<file path="src/rtl/pwl_pkg.sv">
// Shared formats, chord-fit coefficient tables and the round/saturate helper
// for the tanh piecewise-linear approximator.
package pwl_pkg;

    localparam int M         = 4;
    localparam int N         = 8;
    localparam int WIDTH     = M + N;
    localparam int U         = 8;
    localparam int V         = 4;
    localparam int K_WIDTH_I = 4;
    localparam int K_WIDTH_F = 12;
    localparam int B_WIDTH_I = 4;
    localparam int B_WIDTH_F = 12;
    localparam int K_WIDTH   = K_WIDTH_I + K_WIDTH_F;
    localparam int B_WIDTH   = B_WIDTH_I + B_WIDTH_F;
    localparam int IDX_W     = $clog2(U);
    localparam int IDX_SHIFT = N + V - 1 - IDX_W;
    localparam int B_SHIFT   = N + K_WIDTH_F - B_WIDTH_F;
    localparam int ACC_W     = WIDTH + K_WIDTH + 2;

    typedef logic signed [K_WIDTH-1:0] k_t;
    typedef logic signed [B_WIDTH-1:0] b_t;

    // Chord fits of tanh between integer points, Q4.12, round-to-nearest.
    // Regenerate with the same rule whenever U, V or N change.
    localparam k_t K_TABLE [U] = '{
        16'sd3119, 16'sd829, 16'sd127, 16'sd18,
        16'sd2,    16'sd0,   16'sd0,   16'sd0
    };
    localparam b_t B_TABLE [U] = '{
        16'sd0,    16'sd2290, 16'sd3694, 16'sd4023,
        16'sd4084, 16'sd4094, 16'sd4096, 16'sd4096
    };

    localparam logic signed [ACC_W-1:0] RND_HALF =
        {{(ACC_W-K_WIDTH_F){1'b0}}, 1'b1, {(K_WIDTH_F-1){1'b0}}};
    localparam logic signed [ACC_W-1:0] Y_MAX =
        {{(ACC_W-WIDTH+1){1'b0}}, {(WIDTH-1){1'b1}}};

    // Round half up, clamp the magnitude to [0, 2^(WIDTH-1)-1], restore sign.
    function automatic logic signed [WIDTH-1:0] round_sat(
        input logic signed [ACC_W-1:0] acc,
        input logic                    sgn
    );
        logic signed [ACC_W-1:0] r;
        logic        [WIDTH-2:0] mag;
        r = (acc + RND_HALF) >>> K_WIDTH_F;
        if (r < $signed({ACC_W{1'b0}})) begin
            mag = {(WIDTH-1){1'b0}};
        end else if (r > Y_MAX) begin
            mag = {(WIDTH-1){1'b1}};
        end else begin
            mag = (WIDTH-1)'(r);
        end
        return sgn ? -$signed({1'b0, mag}) : $signed({1'b0, mag});
    endfunction

endpackage

</file>
<file path="src/rtl/pwl_coeff_rom.sv">
// Combinational segment index to {slope, intercept} lookup.
module pwl_coeff_rom
    import pwl_pkg::*;
(
    input  logic [IDX_W-1:0] idx,
    output k_t               k,
    output b_t               b
);

    // Table read; every index of IDX_W bits maps to a populated entry.
    always_comb begin
        k = K_TABLE[idx];
        b = B_TABLE[idx];
    end

endmodule

</file>
<file path="src/rtl/pwl.sv">
// Two-stage pipelined tanh approximator: y = sign(x) * (k_i*|x| + b_i).
module pwl
    import pwl_pkg::*;
(
    input  logic                    clk,
    input  logic                    rst,
    input  logic signed [WIDTH-1:0] x_in,
    output logic signed [WIDTH-1:0] y_out
);

    localparam logic signed [WIDTH-1:0] X_MIN = {1'b1, {(WIDTH-1){1'b0}}};

    logic                    s_s;
    logic [WIDTH-2:0]        a_s;
    logic [IDX_W-1:0]        idx_s;
    k_t                      k_s;
    b_t                      b_s;

    logic                    s_r;
    logic [WIDTH-2:0]        a_r;
    k_t                      k_r;
    b_t                      b_r;

    logic signed [ACC_W-1:0] p_s;
    logic signed [ACC_W-1:0] acc_s;

    // Sign/magnitude split; the most negative code has no positive twin,
    // so it is clamped to the largest magnitude.
    always_comb begin
        s_s = x_in[WIDTH-1];
        if (x_in == X_MIN) begin
            a_s = {(WIDTH-1){1'b1}};
        end else if (s_s) begin
            a_s = (WIDTH-1)'(-x_in);
        end else begin
            a_s = (WIDTH-1)'(x_in);
        end
        idx_s = IDX_W'(a_s >> IDX_SHIFT);
    end

    pwl_coeff_rom u_rom (
        .idx (idx_s),
        .k   (k_s),
        .b   (b_s)
    );

    // Stage 1: capture sign, magnitude and the selected segment coefficients.
    always_ff @(posedge clk) begin
        if (rst) begin
            s_r <= 1'b0;
            a_r <= {(WIDTH-1){1'b0}};
            k_r <= {K_WIDTH{1'b0}};
            b_r <= {B_WIDTH{1'b0}};
        end else begin
            s_r <= s_s;
            a_r <= a_s;
            k_r <= k_s;
            b_r <= b_s;
        end
    end

    // Full-precision MAC; the intercept is aligned to the product's binary point.
    always_comb begin
        p_s   = ACC_W'(k_r) * ACC_W'($signed({1'b0, a_r}));
        acc_s = p_s + (ACC_W'(b_r) <<< B_SHIFT);
    end

    // Stage 2: round, saturate and re-apply the sign.
    always_ff @(posedge clk) begin
        if (rst) begin
            y_out <= {WIDTH{1'b0}};
        end else begin
            y_out <= round_sat(acc_s, s_r);
        end
    end

endmodule

</file>
<file path="config.mk">
export PLATFORM = sky130hd
export DESIGN_NAME = pwl
export DESIGN_NICKNAME = d
export VERILOG_FILES = /design/src/rtl/pwl_pkg.sv /design/src/rtl/pwl_coeff_rom.sv /design/src/rtl/pwl.sv
export SDC_FILE = /design/constraint.sdc
export NUM_CORES = 1
export LEC_CHECK = 0
export ABC_AREA = 1
export CORE_UTILIZATION = 35
export DETAILED_ROUTE_END_ITERATION = 12
export PLACE_DENSITY = 0.59
export SYNTH_ARGS = -nofsm -noshare
export SYNTH_HDL_FRONTEND = slang
export SYNTH_SLANG_ARGS = --single-unit
</file>
<file path="constraint.sdc">
create_clock -name clk -period 6.1 [get_ports clk]
set_input_delay 0.915 -clock clk [delete_from_list [all_inputs] [get_ports clk]]
set_output_delay 0.915 -clock clk [all_outputs]
set_load 0.005 [all_outputs]
</file>
### Placement view, run 1

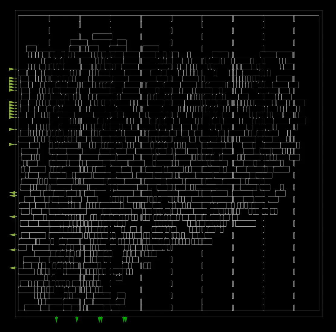
Flops: 39
tap cell count: 229
Site Rows: 49

### Close-up of the layout, run 1

Scale bar: 10 um. Region (57, 29) to (82, 54) um. Cells in grey, sequential cells in the stronger grey; small squares are vias.
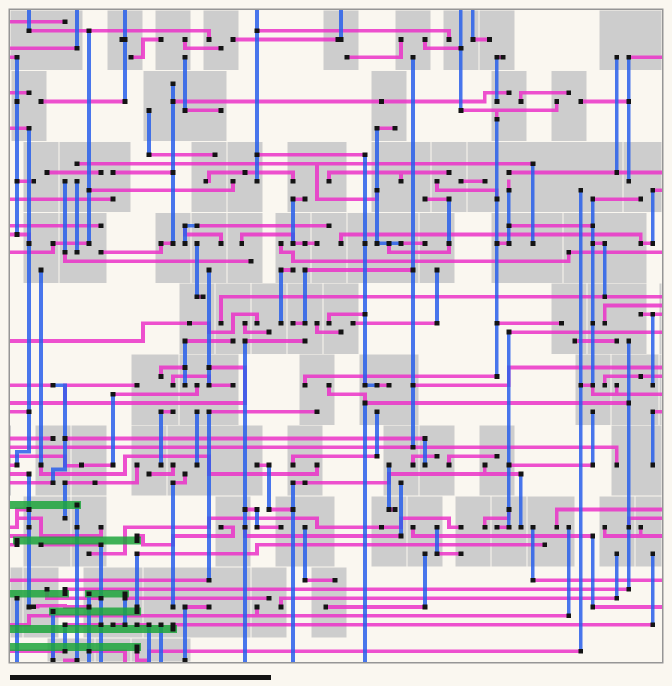
Key: M3 = green; M1 = magenta; M2 = blue
69 logic cells have their middle in the window. Most frequent: nand2_1 (30), inv_1 (13), nand3_1 (4). Sequential cells in the window: 0.

### Gate-type map, run 1

Scale bar: 50 um.
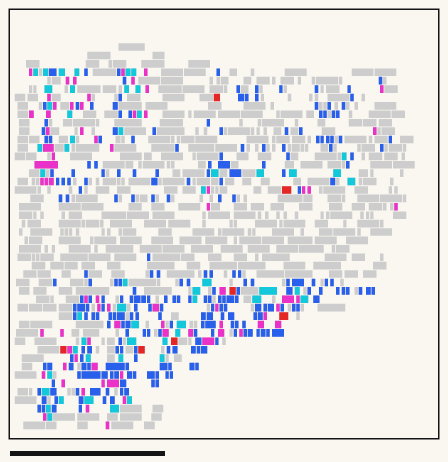
Key: aoi and oai cells = cyan [cells 53, most used a21oi_1]; nand cells = blue [cells 253, most used nand2_1]; nor cells = magenta [cells 71, most used nor2_1]; and/or cells = red [cells 7]
Top cell excl fill/tap: inv_1
combinational share of cell area: 66.7%
non-filler cells, final: 1140

==> results.sh, run 1 <==
# physical design summary
export IMPL_cts_sinks=39
export IMPL_viasPerCell=4.55
export IMPL_crit_arrival_ns=6.02
export IMPL_clockRootBuffer="clkbuf_16"
export IMPL_leakagePower_nw=4.59
export IMPL_holdPathEnd="y_out[10]"
export IMPL_tns_ns=0
export IMPL_vdd_ir_drop_max_uv=181
export IMPL_vias=5187
export IMPL_warnings=33
export IMPL_syn_area_per_cell_um2=7.59
export IMPL_yosysUniqueCellTypes=35
export IMPL_synthesis_nets=1063
export IMPL_routedWlPerCell_um=12.4
export IMPL_core_area_um2=18100
export IMPL_layout_nets=1114
export IMPL_fmax_mhz=171
export IMPL_hold_viol=0
export IMPL_ys_warnings_count=0
export IMPL_cp_end_kind="flop"
export IMPL_setup_violations=0
export IMPL_tightest_slew_ns=0.658
export IMPL_status="finished clean"
export IMPL_hold_class="reg -> reg"
export IMPL_critPathSlowestCell="fa_1"
export IMPL_ys_cells=859
export IMPL_pin_count=26
export IMPL_postSynth_asyncResetShare_pct=0
export IMPL_cts_made_buffers=5
export IMPL_gp_congestion=0.858
export IMPL_edf_count=0
export IMPL_fin_util_pct=42.6
export IMPL_route_detailed_drc=0
export IMPL_dp_cells=1127
export IMPL_reg2reg_setup_slack_ns=0.26
export IMPL_cpPeakStageDelay_ns=0.52
export IMPL_cap_violations=0
export IMPL_synthFlopType="dfxtp_1"
==> run 1: final cells by class <==
cell class	instances	area, um2
sequential	39	800
clock inverter	3	43.8
multi-input combinational	590	5130
inverter	217	815
clock buffer	5	125
timing repair buffer	57	498
fill	1824	10400
tap	229	287
==> run 1: power breakdown <==
group / leakage (nW) / switching (mW) / internal, mW
combinational: 4.18 / 0.467 / 0.382
sequential: 0.327 / 0.0272 / 0.291
clock: 0.0838 / 0.110 / 0.193
total: 4.59 / 0.604 / 0.865
==> run 1: cell usage in the layout, fill, tap and decap left out, drive strengths merged, types with 8 or more instances in the layout <==
master           n
a21oi           29
buf             32
clkdlybuf4s50   25
dfxtp           39
fa              83
ha             107
inv            216
nand2          214
nand3           28
nor2            64
o21ai           13
o21bai           8
xor2            10
==> run 1: flip-flops by register name, summed over array words and instances, names as in the netlist <==
name / cells
s_r: 1
a_r: 11
k_r: 6
b_r: 9
y_out: 12
==> run 1: metrics by stage <==
stage | instance area [um2] | hold WS [ns] | total power [mW] | setup slack, ns
floorplan | 6530 | 0.679 | 0.802 | 0.0297
global placement | 7200 | 0.795 | 1.01 | 0.0741
detailed placement | 7200 | 0.796 | 1.01 | -0.0295
CTS | 7380 | 0.801 | 1.33 | 0.0350
global route | 7700 | 0.865 | 1.60 | -0.0303
finish | 7700 | 0.824 | 1.47 | 0.263
==> run 1: worst reg2reg max path, delay by kind of cell (launching register included) <==
| family | cells | cell delay, ns |
|---|---|---|
| flops | 1 | 0.39 |
| simple gates | 14 | 1.31 |
| compound gates | 3 | 0.46 |
| fa+ha+maj | 8 | 3.22 |
| buf+inv | 4 | 0.33 |
==> run 1: timing repair <==
| item | CTS | global route |
|---|---|---|
| pin swaps | 0 | 25 |
| resized | 2 | 64 |
| endpoints found under the setup margin | 2 | 7 |
| hold endpoints to repair | 0 | 0 |
| setup buffers | 0 | 5 |
==> run 1: worst max path at each step <==
stage / startpoint / end / slack [ns] / cells after the start
3_3_place_gp: k_r[9] / y_out[10] / 0.07 / 29
4_1_cts: k_r[4] / y_out[8] / 0.04 / 33
3_5_place_dp: k_r[9] / y_out[8] / -0.03 / 30
5_1_grt: k_r[9] / y_out[10] / -0.03 / 31
6_report: k_r[9] / y_out[10] / 0.26 / 29
2_1_floorplan: k_r[5] / y_out[10] / 0.03 / 35
==> run 1: per-layer routing <==
layer / track usage [%] / part of all wire (%) / vias to the layer above
li1: - / - / 2683
met1: 21.8 / 49 / 2416
met2: 25.0 / 47 / 82
met3: 1.25 / 3.3 / 6
met4: 3.02 / 0.82 / 0
met5: 0 / 0 / -
==> run 1: cells by family (layout without fill, tap and decap cells) <==
family	count (synthesis)	count (layout)	share of synthesized area, %
DFF	39	39	12.0
xor gates and xnor gates	16	16	2.15
and+or+nand+nor	331	331	21.9
buffers and inverters	230	282	13.4
AOI/OAI and AO/OA	53	53	4.59
adders and majority gates	190	190	46.0
==> run 2: changes to the inputs <==
--- a/config.mk
+++ b/config.mk
@@ -6,9 +6,9 @@
 export NUM_CORES = 1
 export LEC_CHECK = 0
 export ABC_AREA = 1
-export CORE_UTILIZATION = 35
+export CORE_UTILIZATION = 58
 export DETAILED_ROUTE_END_ITERATION = 12
-export PLACE_DENSITY = 0.59
+export PLACE_DENSITY = 0.86
 export SYNTH_ARGS = -nofsm -noshare
 export SYNTH_HDL_FRONTEND = slang
 export SYNTH_SLANG_ARGS = --single-unit
### Gate-type map, run 2

Scale bar: 20 um.
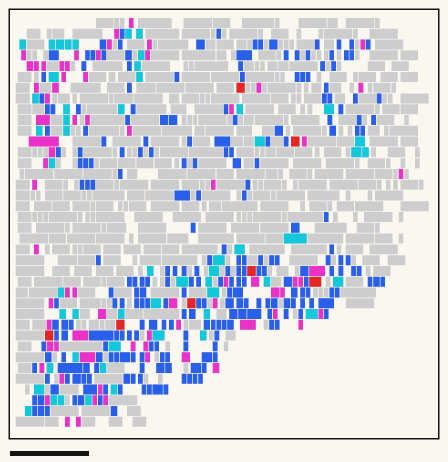
Key: nand cells = blue [cells 253, most used nand2_1, where widely spread]; aoi and oai cells = cyan [cells 53, most used a21oi_1, where widely spread]; nor cells = magenta [cells 71, most used nor2_1, where widely spread]; and/or cells = red [cells 7]
non-filler cells, final: 1046
combinational share of cell area: 68.2%

==> run 2 against run 1 <==
  * Via count rose by 5.9%
  * Worst setup slack worse by 0.12 ns
  * Synthesized area is the same
  * First-iteration DRC count increased to 2.9 times the previous value
  * Synthesized cell count did not move
  * Final area is 2.9% lower
  * Wire length up 10%
  * Non-clock buffer count shrank 5
  * Global-route usage up 11 points
  * Largest power group unchanged
==> results.sh, run 2 <==
# physical design summary
export IMPL_status="finished clean"
export IMPL_comb_power_share_pct=61.4
export IMPL_layout_nets=1109
export IMPL_cpPeakStageDelay_ns=0.56
export IMPL_vdd_ir_drop_max_uv=236
export IMPL_synthFlopType="dfxtp_1"
export IMPL_netSwitchingFraction_pct=43.6
export IMPL_final_cell_mix="inv_1 (207), nand2_1 (199), ha_1 (94), fa_1 (79), nor2_1 (55)"
export IMPL_top_cells_by_count="inv_1 (213), nand2_1 (212), ha_1 (107)"
export IMPL_busiest_layer="met2"
export IMPL_grt_use_total_pct=26.0
export IMPL_cts_sinks=39
export IMPL_tightest_slew_ns=0.621
export IMPL_total_power_mw=1.39
export IMPL_hold_viol=0
export IMPL_use_met3_pct=4.76
export IMPL_viasPerCell=5.25
export IMPL_lay_top_count="inv_1"
export IMPL_clockRootBuffer="clkbuf_8"
export IMPL_met2_usage_pct=45.2
export IMPL_fin_hold_ws_ns=0.826
export IMPL_cts_made_buffers=5
export IMPL_top_cell_area_share_pct=25.5
export IMPL_warnings=33
export IMPL_area_growth_pct=14.8
export IMPL_crit_arrival_ns=6.17
export IMPL_leakagePower_nw=4.54
export IMPL_grtUsageMet1_pct=31.3
export IMPL_reg_top3="y_out: 12 flops, a_r: 11 flops, b_r: 9 flops"
export IMPL_cp_end_kind="flop"
export IMPL_pin_count=26
export IMPL_seq_power_share_pct=22.9
export IMPL_cap_violations=0
export IMPL_power_switching_mw=0.609
export IMPL_totalWireLength_um=15600
export IMPL_ys_cells=859
export IMPL_critPathSlowestCell="fa_1"
export IMPL_fillers=768
export IMPL_edf_count=0
export IMPL_fmax_mhz=168
export IMPL_routedWlPerCell_um=14.9
export IMPL_top_register="y_out"
export IMPL_fin_ws_ns=0.139
export IMPL_syn_area_per_cell_um2=7.59
export IMPL_gp_congestion=0.966
export IMPL_yosysUniqueCellTypes=35
export IMPL_postSynth_asyncResetShare_pct=0
export IMPL_pre_cts_ws_ns=-0.0824
export IMPL_setup_violations=0
export IMPL_hold_class="reg -> reg"
export IMPL_route_detailed_drc=0
export IMPL_synthesis_nets=1063
export IMPL_antenna_found_initial=0
export IMPL_p_int_mw=0.786
export IMPL_core_area_um2=10900
export IMPL_timing_final_crit_period_ns=5.96
export IMPL_rows=38
export IMPL_ys_warnings_count=0
export IMPL_vias=5493
export IMPL_reg2reg_setup_slack_ns=0.14
### Clock distribution, run 2

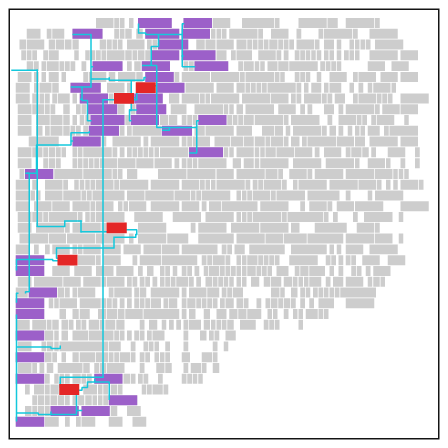
Key: clock-net drivers = red [count 5]; flip-flops = purple [count 39]; clock wires = cyan [length 508 um]
There are 6 routed clock nets.
Clock Skews: 0.00354 ns
clock power share: 15.6%
clk pwr: 0.218 mW

## run 2: stage by stage
step | instance area, um2 | std cells | setup TNS [ns] | util (%)
after CTS | 7130 | 1035 | 0 | 65.5
after detailed placement | 7010 | 1027 | -0.205 | 64.4
after global placement | 7010 | 1027 | 0 | 64.4
final | 7480 | 1046 | 0 | 68.7
after floorplan | 6530 | 859 | 0 | -
after global routing | 7480 | 1046 | -0.608 | 68.7
## run 2: logic make-up after synthesis
family	after synthesis	synth area share, %
AOI/OAI and AO/OA	53	4.59
xor gates and xnor gates	16	2.15
adders and majority gates	190	46.0
buffers and inverters	230	13.4
DFF	39	12.0
and+or+nand+nor	331	21.9
## run 2: repair_timing
item / CTS / global route
cloned: 0 / 0
setup endpoints to repair: 3 / 8
pin swaps: 0 / 36
gates resized: 5 / 68
setup buffers: 0 / 11
hold buffers: 0 / 0
## run 2: routing by layer
metal | vias up | wire, um
met4 | 0 | 574
li1 | 2666 | -
met5 | - | 0
met1 | 2537 | 5880
met2 | 239 | 7920
met3 | 51 | 1200
## run 2: area by class of cell
class	instances	area (um2)	area share [%]
clock buffer	5	68.8	0.920
clock inverter	3	43.8	0.585
inverter	217	815	10.9
multi-input combinational	590	5110	68.2
sequential	39	813	10.9
tap	140	175	2.34
timing repair buffer	52	460	6.15
## run 2: worst max-delay path by stage
stage | from | endpoint | slack, ns | cells after the start
2_1_floorplan | k_r[5] | y_out[10] | 0.03 | 35
3_3_place_gp | k_r[5] | y_out[10] | 0.12 | 33
3_5_place_dp | k_r[5] | y_out[10] | -0.08 | 33
4_1_cts | k_r[5] | y_out[10] | 0.02 | 34
5_1_grt | k_r[5] | y_out[10] | -0.17 | 35
6_report | k_r[5] | y_out[9] | 0.14 | 29
## run 2: worst reg2reg max path, delay by kind of cell, from the launching register on
kind / cells / cell delay, ns
and+or+nand+nor: 14 / 1.42
AOI/OAI and AO/OA: 3 / 0.51
adders and majority gates: 7 / 3.14
DFF: 1 / 0.39
buffers and inverters: 5 / 0.41
## run 2: power groups by stage
stage / sequential [mW] / clock [mW] / combinational (mW)
floorplan: 0.312 / 0 / 0.490
global placement: 0.321 / 0 / 0.664
detailed placement: 0.322 / 0 / 0.683
CTS: 0.317 / 0.221 / 0.696
global route: 0.323 / 0.228 / 0.943
finish: 0.320 / 0.218 / 0.857
Power and IR drop assume default switching activity.
